[config.mk]
export PLATFORM = sky130hd
export DESIGN_NAME = video_format_scheduler
export DESIGN_NICKNAME = d
export VERILOG_FILES = /design/src/rtl/video_format_scheduler.sv
export SDC_FILE = /design/constraint.sdc
export NUM_CORES = 1
export LEC_CHECK = 0
export CAP_MARGIN = 40
export CORE_ASPECT_RATIO = 0.8
export CORE_UTILIZATION = 60
export CTS_CLUSTER_SIZE = 16
export DETAILED_ROUTE_END_ITERATION = 8
export GPL_ROUTABILITY_DRIVEN = 0
export PLACE_DENSITY = 0.87
export SLEW_MARGIN = 20
export SYNTH_ARGS = -nofsm -noshare
export SYNTH_HDL_FRONTEND = slang
export SYNTH_SLANG_ARGS = --single-unit
export TNS_END_PERCENT = 10
[constraint.sdc]
create_clock -name clk_50mhz_in -period 3.8 [get_ports clk_50mhz_in]
set_input_delay 0.95 -clock clk_50mhz_in [delete_from_list [all_inputs] [get_ports clk_50mhz_in]]
set_output_delay 0.95 -clock clk_50mhz_in [all_outputs]
set_load 0.01 [all_outputs]
[src/rtl/video_format_scheduler.sv]
// Gated vsync/hsync measurement, format classification with N-window stability filter,
// and a req/ack commit of each format change to downstream mode-configuration logic.
module video_format_scheduler #(
  parameter int GATE_CYCLES     = 50000000,
  parameter int STABLE_COUNT    = 3,
  parameter int ACK_TIMEOUT     = 1000000,
  parameter int V50_MIN         = 45,
  parameter int V50_MAX         = 55,
  parameter int V60_MIN         = 56,
  parameter int V60_MAX         = 65,
  parameter int H_INTERLACE_MAX = 23000
) (
  input  logic       clk_50mhz_in,
  input  logic       reset,
  input  logic       vsync_in,
  input  logic       hsync_in,
  input  logic       measure_en,
  input  logic       cfg_ack,
  output logic       cfg_req,
  output logic [7:0] cfg_format,
  output logic [7:0] format_out,
  output logic       locked,
  output logic [4:0] error_bits
);

  typedef enum logic [2:0] {IDLE = 3'd0, ARM = 3'd1, GATE = 3'd2, EVAL = 3'd3, CONFIG = 3'd4} state_t;

  state_t      state_q, state_d;
  logic [2:0]  vs_sh_q, vs_sh_d, hs_sh_q, hs_sh_d;
  logic [31:0] timer_q, timer_d;
  logic [15:0] vcnt_q, vcnt_d, hcnt_q, hcnt_d;
  logic [3:0]  stab_q, stab_d, stab_nx;
  logic [7:0]  prev_cand_q, prev_cand_d, cand;
  logic        cfg_req_q, cfg_req_d, locked_q, locked_d;
  logic [7:0]  cfg_format_q, cfg_format_d, format_q, format_d;
  logic [4:0]  err_q, err_d;
  logic        vs_edge, hs_edge, rate50, rate60, rate_ok, interlaced, stable;

  // Sync chain idles high so reset release never fakes a falling edge.
  assign vs_sh_d = {vs_sh_q[1:0], vsync_in};
  assign hs_sh_d = {hs_sh_q[1:0], hsync_in};
  assign vs_edge = vs_sh_q[2] & ~vs_sh_q[1];
  assign hs_edge = hs_sh_q[2] & ~hs_sh_q[1];

  assign rate50     = (vcnt_q >= 16'(V50_MIN)) && (vcnt_q <= 16'(V50_MAX));
  assign rate60     = (vcnt_q >= 16'(V60_MIN)) && (vcnt_q <= 16'(V60_MAX));
  assign rate_ok    = rate50 || rate60;
  assign interlaced = (hcnt_q <= 16'(H_INTERLACE_MAX));

  always_comb begin
    cand = 8'h00;
    if (rate_ok && hcnt_q != 16'd0) begin
      if (rate50) cand = interlaced ? 8'h01 : 8'h03;
      else        cand = interlaced ? 8'h02 : 8'h04;
    end
  end

  assign stab_nx = (cand != prev_cand_q) ? 4'd1 :
                   (stab_q >= 4'(STABLE_COUNT)) ? 4'(STABLE_COUNT) : stab_q + 4'd1;
  assign stable  = (stab_nx == 4'(STABLE_COUNT));

  always_comb begin
    state_d      = state_q;
    timer_d      = timer_q;
    vcnt_d       = vcnt_q;
    hcnt_d       = hcnt_q;
    stab_d       = stab_q;
    prev_cand_d  = prev_cand_q;
    cfg_req_d    = cfg_req_q;
    cfg_format_d = cfg_format_q;
    format_d     = format_q;
    locked_d     = locked_q;
    err_d        = err_q;
    if (!measure_en) begin
      state_d    = IDLE;
      cfg_req_d  = 1'b0;
      stab_d     = 4'd0;
      err_d[4:3] = 2'b00;
      timer_d    = 32'd0;
      vcnt_d     = 16'd0;
      hcnt_d     = 16'd0;
    end else begin
      case (state_q)
        IDLE: begin
          timer_d = 32'd0;
          vcnt_d  = 16'd0;
          hcnt_d  = 16'd0;
          state_d = ARM;
        end
        ARM: begin
          timer_d = timer_q + 32'd1;
          vcnt_d  = 16'd0;
          hcnt_d  = 16'd0;
          if (vs_edge) begin
            state_d = GATE;
            timer_d = 32'd0;
          end else if (timer_q == 32'(GATE_CYCLES - 1)) begin
            state_d = EVAL;
          end
        end
        GATE: begin
          timer_d = timer_q + 32'd1;
          if (vs_edge) begin
            if (vcnt_q == 16'hFFFF) err_d[4] = 1'b1;
            else                    vcnt_d = vcnt_q + 16'd1;
          end
          if (hs_edge) begin
            if (hcnt_q == 16'hFFFF) err_d[4] = 1'b1;
            else                    hcnt_d = hcnt_q + 16'd1;
          end
          if (timer_q == 32'(GATE_CYCLES - 1)) state_d = EVAL;
        end
        EVAL: begin
          stab_d      = stab_nx;
          prev_cand_d = cand;
          err_d[0]    = (vcnt_q == 16'd0);
          err_d[1]    = (vcnt_q != 16'd0) && !rate_ok;
          err_d[2]    = rate_ok && (hcnt_q == 16'd0);
          locked_d    = stable && (cand == format_q) && (format_q != 8'h00);
          timer_d     = 32'd0;
          state_d     = ARM;
          if (stable && (cand != format_q) && !cfg_ack) begin
            state_d      = CONFIG;
            cfg_req_d    = 1'b1;
            cfg_format_d = cand;
          end
        end
        CONFIG: begin
          timer_d = timer_q + 32'd1;
          if (cfg_ack) begin
            format_d  = cfg_format_q;
            locked_d  = (cfg_format_q != 8'h00) && (stab_q == 4'(STABLE_COUNT)) &&
                        (prev_cand_q == cfg_format_q);
            cfg_req_d = 1'b0;
            timer_d   = 32'd0;
            state_d   = ARM;
          end else if (timer_q == 32'(ACK_TIMEOUT - 1)) begin
            // Give up this round; the next stable EVAL re-issues the request.
            cfg_req_d = 1'b0;
            err_d[3]  = 1'b1;
            timer_d   = 32'd0;
            state_d   = ARM;
          end
        end
        default: state_d = IDLE;
      endcase
    end
  end

  always_ff @(posedge clk_50mhz_in or negedge reset) begin
    if (!reset) begin
      state_q      <= IDLE;
      vs_sh_q      <= 3'b111;
      hs_sh_q      <= 3'b111;
      timer_q      <= 32'd0;
      vcnt_q       <= 16'd0;
      hcnt_q       <= 16'd0;
      stab_q       <= 4'd0;
      prev_cand_q  <= 8'h00;
      cfg_req_q    <= 1'b0;
      cfg_format_q <= 8'h00;
      format_q     <= 8'h00;
      locked_q     <= 1'b0;
      err_q        <= 5'd0;
    end else begin
      state_q      <= state_d;
      vs_sh_q      <= vs_sh_d;
      hs_sh_q      <= hs_sh_d;
      timer_q      <= timer_d;
      vcnt_q       <= vcnt_d;
      hcnt_q       <= hcnt_d;
      stab_q       <= stab_d;
      prev_cand_q  <= prev_cand_d;
      cfg_req_q    <= cfg_req_d;
      cfg_format_q <= cfg_format_d;
      format_q     <= format_d;
      locked_q     <= locked_d;
      err_q        <= err_d;
    end
  end

  assign cfg_req    = cfg_req_q;
  assign cfg_format = cfg_format_q;
  assign format_out = format_q;
  assign locked     = locked_q;
  assign error_bits = err_q;

endmodule

==> run_1/gates.png <==
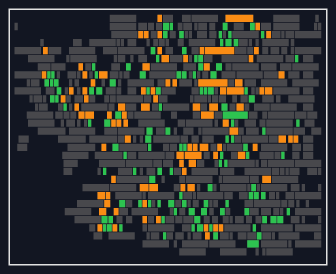
- orange: aoi and oai cells (cells 91; most used o21ai_0)
- green: nand cells (cells 115; most used nand2_1)
Top cell excl fill/tap: dfrtp_1
fraction of area in multi-input gates: 48.0%

==> run_1/class_map.png <==
The bar under the picture is 20 um long.
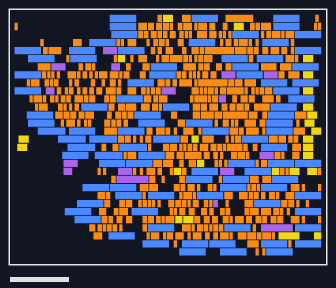
- blue: registers (cells 93; share of their area 42%)
- orange: remaining logic cells (cells 458; share of their area 50%)
- yellow: remaining buffers and delay cells (cells 25; share of their area 4.3%)
- purple: clock drivers and dummy loads (cells 16; share of their area 4.0%)
core area: 8480 um^2
Final Core Density: 67.9%

==> results_tabular.tex, run 1 <==
% Implementation results table
\begin{tabular}{lr}
\hline
Metric & Value \\
\hline
\multicolumn{2}{l}{\textbf{Status}} \\
Run status & completed \\
\multicolumn{2}{l}{\textbf{Cells and area}} \\
Layout cells sized above 1 & 9.80\% \\
Num sequential & 93 \\
Final-layout clock buffer total & 9 \\
Invs w/o clock & 15 \\
Final net count & 601 \\
\multicolumn{2}{l}{\textbf{Final timing}} \\
Worst slew slack as a fraction of its limit & 50.8\% \\
Final Hold Violating Endpoints & 0 \\
Total negative slack & 0 ps \\
Setup repair after global routing missed its margin & false \\
\multicolumn{2}{l}{\textbf{Critical path}} \\
Worst setup slack for register-to-register paths & 380 ps \\
Capture point of the worst path & cfg\_format[0] \\
Register-to-Register Path Depth & 13 \\
\multicolumn{2}{l}{\textbf{Global routing}} \\
Global Route Usage Sum & 28.7\% \\
Global-route wire length before repair & 20800 um \\
\multicolumn{2}{l}{\textbf{Synth}} \\
Simple-Gate Area Share & 26.3\% \\
Most frequently used cell type in the post-synthesis netlist & dfrtp\_1 \\
\multicolumn{2}{l}{\textbf{Job}} \\
Max\_cap viols & 0 \\
\multicolumn{2}{l}{\textbf{Drt}} \\
Met2 wire length & roughly 5800 um \\
Iter 0 DRT Violations & 364 \\
Highest metal layer with signal wires & met4 \\
\multicolumn{2}{l}{\textbf{Clock tree}} \\
Number of buffers on the longest clock path & 2 \\
\multicolumn{2}{l}{\textbf{Floorplan}} \\
Overall die width & between 100 and 150 um \\
\multicolumn{2}{l}{\textbf{Worst hold path}} \\
Launch point of the worst hold path & vs\_sh\_q[0] \\
Hold Path Class & reg -> reg \\
\hline
\end{tabular}
==> run_1/clock_wires.png <==
The bar under the picture is 20 um long.
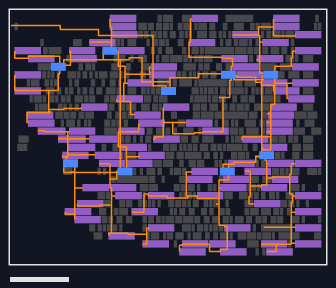
- purple: flip-flops (count 93)
- orange: clock wires (length 1080 um)
- blue: clock-net drivers (count 9)
- routed clock nets: 10
Latency at later pin: 380 ps
Clk network pwr share: 39.9%

==> run_1/m2.png <==
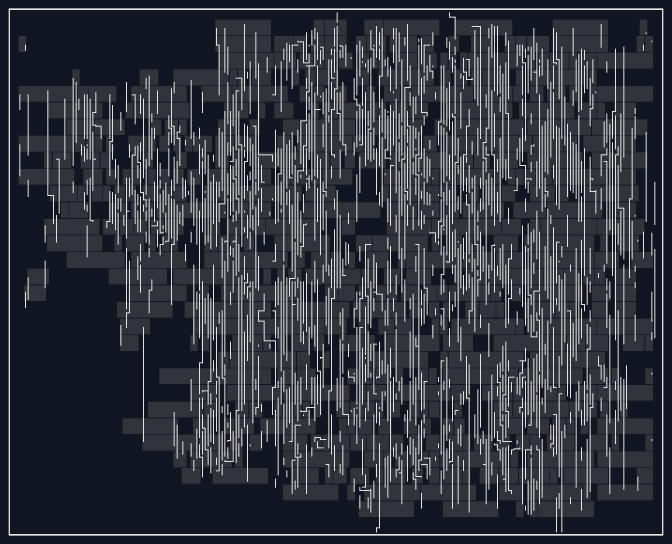
- longest straight run: 30.3 um
- wire length on this layer: 5790 um
DRT Wirelength: 12400 um
met2 usage: 43.8%

run 1: how the worst min path moves through the flow:
stage                       to  slack, ps  cells after the start
CTS                 vs_sh_q[1]        360                      0
floorplan           hs_sh_q[1]        350                      0
detailed placement  vs_sh_q[1]        350                      0
global placement    hs_sh_q[1]        350                      0
finish              vs_sh_q[1]        360                      0
global route        vs_sh_q[1]        370                      0
run 1: per-stage QoR:
stage | cell area [um^2] | hold slack [ps] | power (mW) | setup WS [ps] | utilization [%]
4_1_cts | 5760 | 360 | 1.86 | 402 | 67.9
3_5_place_dp | 5540 | 347 | 1.14 | 457 | 65.3
6_report | 5760 | 358 | 1.86 | 383 | 67.9
5_1_grt | 5760 | 369 | 1.92 | 193 | 67.9
3_3_place_gp | 5530 | 347 | 1.13 | 622 | 65.2
2_1_floorplan | 5300 | 345 | 1.09 | 606 | -
run 1: power by group:
group | internal, mW | leakage (nW) | switching (mW) | total, mW
Combinational | 0.0381 | 1.01 | 0.0657 | 0.104
Sequential | 1.00 | 1.27 | 0.0112 | 1.02
Clock | 0.374 | 0.110 | 0.369 | 0.743
run 1: cell usage in the layout (no fill, tap or decap), drive strengths merged, types with 12 or more instances in the layout:
cell type      netlist  routed
nor4                16      16
nand2               53      53
nor3                16      16
clkdlybuf4s50        0      17
xor2                25      25
nand4               20      20
nor2                64      64
nand3               35      35
xnor2               16      16
and3                17      17
inv                 15      16
or3                 12      12
dfrtp               87      87
a21oi               17      17
o21ai               38      38
run 1: worst max-delay path, delay by kind of cell (launching register included):
kind	cells	cell delay [ps]
and+or+nand+nor	5	1130
AOI/OAI and AO/OA	3	740
adders and majority gates	2	490
DFF	1	420
muxes	1	340
buffers and inverters	2	200
==> run_1/placed.png <==
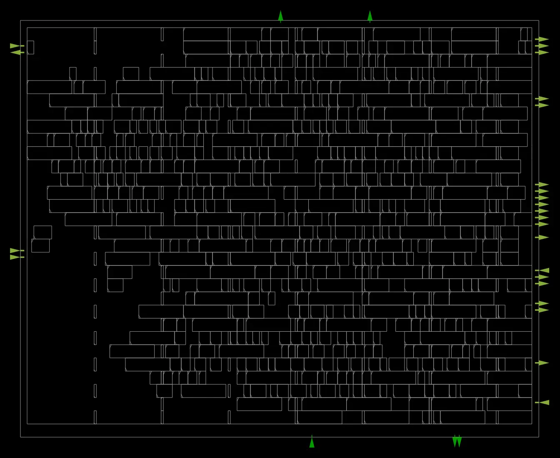

==> run 1 -> run 2 <==
==> constraint.sdc (replaced) <==
create_clock -name clk_50mhz_in -period 3.8 [get_ports clk_50mhz_in]
set_input_delay 0.95 -clock clk_50mhz_in [delete_from_list [all_inputs] [get_ports clk_50mhz_in]]
set_output_delay 0.95 -clock clk_50mhz_in [all_outputs]
set_load 0.1 [all_outputs]
==> run_2/placed.png <==
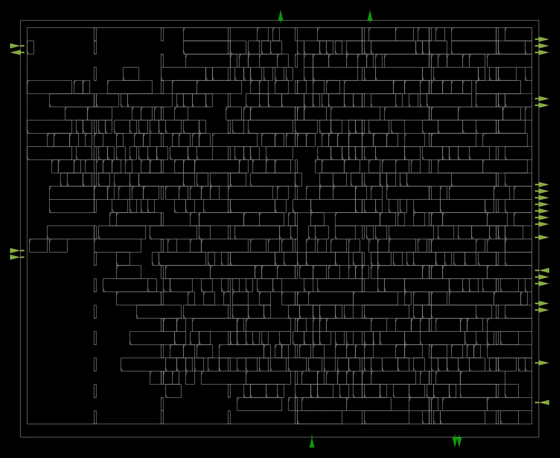
filler-free cell count of the finished design: 717
number of tap cells inserted: 112
num sequential: 93
number of rows created at floorplan: 30
Filler cells: 609

==> run_2/m2.png <==
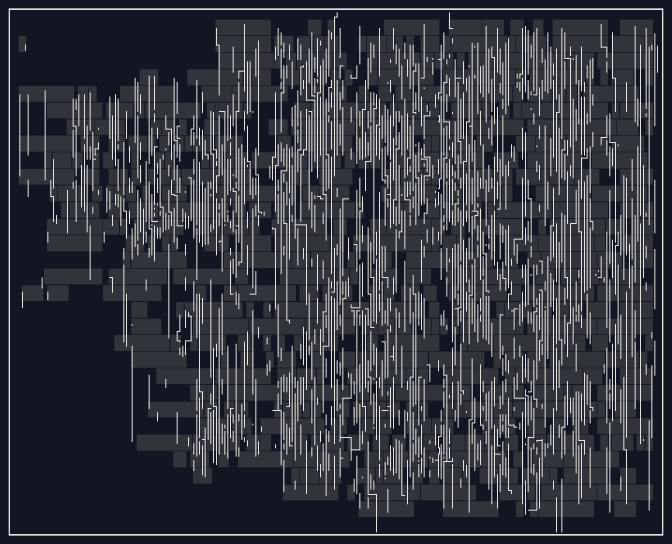
- share of all routed wire: 48%
- longest straight run: 36.0 um
- wire length on this layer: 5960 um
- main direction: vertical
- nets with wire on the layer: 525
vias post-DR: 4598
met2 usage: 46.7%

==> run_2/gates.png <==
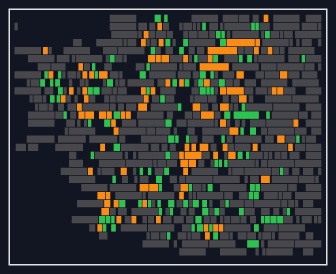
- orange: aoi and oai cells (cells 91; most used o21ai_0)
- green: nand cells (cells 115; most used nand2_1)
fraction of area in multi-input gates: 46.8%

==> run 2 against run 1 <==
Compared with the run above:
- die area unchanged
- hold slack better by 0.87 ps
- power down 1.4%
- synthesized area unchanged
- critical path depth unchanged
- fmax up 0.32%
- register-to-register slack about the same
- sequential power about the same
- synthesized cell count unchanged
- design area up 2.6%
- core utilization up 1.8 points
- global-route usage up 0.82 points
- critical path type unchanged
- highest routed layer unchanged
==> results_tabular.tex, run 2 <==
% Implementation results table
\begin{tabular}{lr}
\hline
Metric & Value \\
\hline
\multicolumn{2}{l}{\textbf{Cells and area}} \\
Top library cells by usage in the layout, fill and taps aside & dfrtp\_1 (87), nor2\_1 (64), nand2\_1 (53) (unchanged) \\
Final net count & 614 (was 601) \\
Invs w/o clock & 15 (unchanged) \\
Post-route design area & 5910 um\^{}2 (was 5760 um\^{}2) \\
Top cell excl fill/tap & dfrtp\_1 (unchanged) \\
Final-layout clock buffer total & 11 (was 9) \\
Layout cells sized above 1 & 11.6\% (was 9.80\%) \\
\multicolumn{2}{l}{\textbf{Clock tree}} \\
Latency at later pin & 370 ps (was 380 ps) \\
\multicolumn{2}{l}{\textbf{Placed design}} \\
Worst slack, placed & 435 ps (was 457 ps) \\
Cell Area, Placed & 5730 um\^{}2 (was 5540 um\^{}2) \\
\multicolumn{2}{l}{\textbf{Job}} \\
Max\_cap viols & 0 (unchanged) \\
\multicolumn{2}{l}{\textbf{Final timing}} \\
Final Hold Violating Endpoints & 0 (unchanged) \\
Fin worst setup slack & 393 ps (was 383 ps) \\
Setup repair after global routing missed its margin & false (unchanged) \\
Worst slew slack as a fraction of its limit & 48.6\% (was 50.8\%) \\
Total negative slack & 0 ps (unchanged) \\
\multicolumn{2}{l}{\textbf{Drt}} \\
Iter 0 DRT Violations & 412 (was 364) \\
\multicolumn{2}{l}{\textbf{Power}} \\
Internal cell power & 1.32 mW (was 1.42 mW) \\
Switching part of the total & 28.3\% (was 23.9\%) \\
Relative contribution of sequential cells to total power & 55.4\% (was 54.5\%) \\
Net switching power & 520 uW (was 446 uW) \\
\multicolumn{2}{l}{\textbf{Global routing}} \\
Global Route Usage Sum & 29.5\% (was 28.7\%) \\
Global-route wire length before repair & 21200 um (was 20800 um) \\
\multicolumn{2}{l}{\textbf{Floorplan}} \\
Overall die width & 107 um (unchanged) \\
Core area & 8480 um\^{}2 (unchanged) \\
\multicolumn{2}{l}{\textbf{Worst hold path}} \\
Hold Path Class & reg -> reg (unchanged) \\
\multicolumn{2}{l}{\textbf{Status}} \\
Run status & completed (unchanged) \\
\hline
\end{tabular}
[run 2: final timing paths]
check                           start             to  slack (ps)  depth (start not counted)
setup / recovery            vcnt_q[0]  cfg_format[0]         390                         13
hold / removal             hs_sh_q[0]     hs_sh_q[1]         360                          0
setup reg to reg            vcnt_q[0]  cfg_format[0]         390                         13
hold reg to reg            hs_sh_q[0]     hs_sh_q[1]         360                          0
max in group asynchronous       reset     hs_sh_q[0]        2790                          2
min in group asynchronous       reset    timer_q[16]         600                          2
[run 2: logic make-up after synthesis]
family / Yosys count / synth area share, %
simple gates: 268 / 26.3
flops: 93 / 44.3
other cells: 1 / 0.0712
compound gates: 105 / 14.1
buf+inv: 42 / 3.99
fa+ha+maj: 8 / 1.90
mux: 11 / 2.54
xor+xnor: 41 / 6.82
[run 2: per-stage QoR]
stage / utilization, % / total power, mW
after floorplan: - / 1.17
after global placement: 65.2 / 1.22
after detailed placement: 67.6 / 1.25
after CTS: 69.7 / 1.85
after global routing: 69.7 / 1.90
final: 69.7 / 1.84
[run 2: power by group through the flow]
stage | Combinational (mW) | Sequential [mW] | Clock [mW]
after floorplan | 0.0930 | 1.08 | 0
after global placement | 0.184 | 1.03 | 0
after detailed placement | 0.214 | 1.04 | 0
after CTS | 0.214 | 1.02 | 0.619
after global routing | 0.226 | 1.02 | 0.659
final | 0.213 | 1.02 | 0.607
[run 2: routing by layer]
metal  global-route usage, %  vias up  part of all wire, %  wire (um)
met3                    5.70       14                  7.7        961
met1                    41.5     2243                   43       5440
met2                    46.7      244                   48       5960
met4                    8.84        0                  1.2        145
li1                        -     2097                    -          -
met5                       0        -                    0          0
[run 2: worst max-delay path: cells and delay by family (launching register included)]
kind	cells	cell delay, ps
simple gates	5	1100
compound gates	3	730
fa+ha+maj	2	510
flops	1	420
mux	1	340
buf+inv	2	200
==> run 2 -> run 3 <==
ABC_AREA = 0   (was unset)
==> run_3/placed.png <==
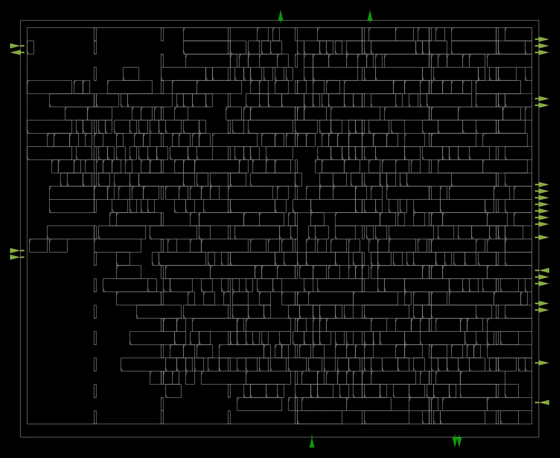
fraction of area in registers: 39.5%
Final Core Density: 69.7%

==> run_3/class_map.png <==
The bar under the picture is 20 um long.
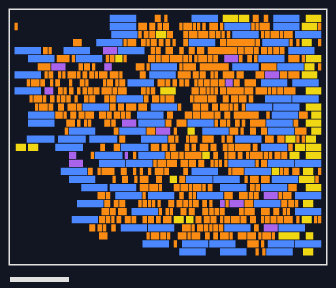
- purple: clock drivers and dummy loads (cells 16; share of their area 3.1%)
- orange: remaining logic cells (cells 458; share of their area 49%)
- blue: registers (cells 93; share of their area 40%)
- yellow: remaining buffers and delay cells (cells 38; share of their area 7.6%)
post-route design area: 5910 um^2

==> run 3 against run 2 <==
Compared with the run above:
- non-clock buffer count stayed put
- critical path type unchanged
- sequential cell count stayed put
- via count stayed put
- critical endpoint unchanged
- routed wire length stayed put
==> results_tabular.tex, run 3 <==
% Implementation results table
\begin{tabular}{lr}
\hline
Metric & Value \\
\hline
\multicolumn{2}{l}{\textbf{Worst hold path}} \\
Hold Path Cell Cnt & 0 (unchanged) \\
Launch point of the worst hold path & hs\_sh\_q[0] (unchanged) \\
Hold Path Class & reg -> reg (unchanged) \\
\multicolumn{2}{l}{\textbf{Cells and area}} \\
Layout cells sized above 1 & 11.6\% (unchanged) \\
Final net count & 614 (unchanged) \\
Top library cells by usage in the layout, fill and taps aside & dfrtp\_1 (87), nor2\_1 (64), nand2\_1 (53) (unchanged) \\
Top cell excl fill/tap & dfrtp\_1 (unchanged) \\
\multicolumn{2}{l}{\textbf{Synth}} \\
Area fraction in compound gates & 14.1\% (unchanged) \\
Fraction of synthesized area in multiplexers & 2.54\% (unchanged) \\
Most frequently used cell type in the post-synthesis netlist & dfrtp\_1 (unchanged) \\
Fraction of the mapped netlist area in adder cells & 1.90\% (unchanged) \\
Main combinational cell family by area after synthesis & simple AND/OR/NAND/NOR gates (unchanged) \\
Xor and xnor fraction of the mapped netlist area & 6.82\% (unchanged) \\
Simple-Gate Area Share & 26.3\% (unchanged) \\
\multicolumn{2}{l}{\textbf{Floorplan}} \\
Overall die width & 107 um (unchanged) \\
Number of rows created at floorplan & 30 (unchanged) \\
Core area & 8480 um\^{}2 (unchanged) \\
\multicolumn{2}{l}{\textbf{Drt}} \\
DRT Wirelength & 12500 um (unchanged) \\
Iter 0 DRT Violations & 412 (unchanged) \\
DR WL met3 & 961 um (unchanged) \\
Vias post-DR & 4598 (unchanged) \\
\multicolumn{2}{l}{\textbf{Placed design}} \\
Cell Area, Placed & 5730 um\^{}2 (unchanged) \\
\multicolumn{2}{l}{\textbf{Critical path}} \\
Reg2Reg Launch Point & vcnt\_q[0] (unchanged) \\
Register-to-Register Path Depth & 13 (unchanged) \\
Timing startpoint of the critical path & vcnt\_q[0] (unchanged) \\
\multicolumn{2}{l}{\textbf{Job}} \\
Max\_cap viols & 0 (unchanged) \\
\multicolumn{2}{l}{\textbf{Status}} \\
Run status & completed (unchanged) \\
\multicolumn{2}{l}{\textbf{Clock tree}} \\
Number of buffers on the longest clock path & 2 (unchanged) \\
Latency at later pin & 370 ps (about the same) \\
\multicolumn{2}{l}{\textbf{Final timing}} \\
Final Hold Violating Endpoints & 0 (unchanged) \\
Total negative slack & 0 ps (unchanged) \\
Setup repair after global routing missed its margin & false (unchanged) \\
\multicolumn{2}{l}{\textbf{Global routing}} \\
Global Route Usage Sum & 29.5\% (unchanged) \\
\multicolumn{2}{l}{\textbf{Power}} \\
Total Power & 1.84 mW (unchanged) \\
\hline
\end{tabular}
==> run_3/gates.png <==
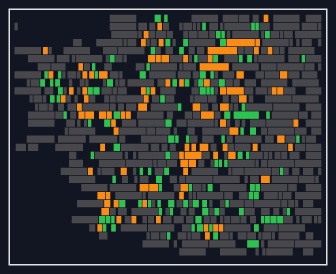
- green: nand cells (cells 115; most used nand2_1)
- orange: aoi and oai cells (cells 91; most used o21ai_0)

-- run 3: path summary, 6_finish.rpt --
check | end | slack (ps)
worst max-delay path | cfg_format[0] | 390
worst min-delay path | hs_sh_q[1] | 360
worst max register to register | cfg_format[0] | 390
worst min register to register | hs_sh_q[1] | 360
max in group asynchronous | hs_sh_q[0] | 2790
min in group asynchronous | timer_q[16] | 600
-- run 3: area by class of cell --
| class | count | area, um^2 |
|---|---|---|
| clock inverters | 5 | 36.3 |
| inverters | 15 | 56.3 |
| flip-flops and latches | 93 | 2330 |
| well taps | 112 | 140 |
| multi-input cells | 443 | 2770 |
| fillers | 609 | 2570 |
| repair buffers | 38 | 438 |
| clock buffers | 11 | 141 |
-- run 3: power breakdown --
| group | internal (mW) | total [mW] | switching [mW] |
|---|---|---|---|
| logic | 0.0559 | 0.213 | 0.157 |
| registers | 1.00 | 1.02 | 0.0121 |
| clock network | 0.256 | 0.607 | 0.351 |
| total | 1.32 | 1.84 | 0.520 |
-- run 3: metal layers --
metal	up-vias	global-route usage [%]
li1	2097	-
met1	2243	41.5
met2	244	46.7
met3	14	5.70
met4	0	8.84
met5	-	0
-- run 3: critical path, delay by kind of cell, from the launching register on --
kind / cells / cell delay [ps]
AND/OR/NAND/NOR: 5 / 1100
adder cells (fa/ha/maj): 2 / 510
multiplexers: 1 / 340
flip-flops: 1 / 420
buffers and inverters: 2 / 200
AND-OR/OR-AND: 3 / 730
-- run 3: through the flow --
stage          std cells  worst slack, ps  hold slack, ps
6_report             717              393             359
5_1_grt              717              174             366
4_1_cts              717              416             360
3_5_place_dp         701              435             347
3_3_place_gp         687              622             347
2_1_floorplan        578              605             345
Power is estimated from default activity; no workload was simulated.
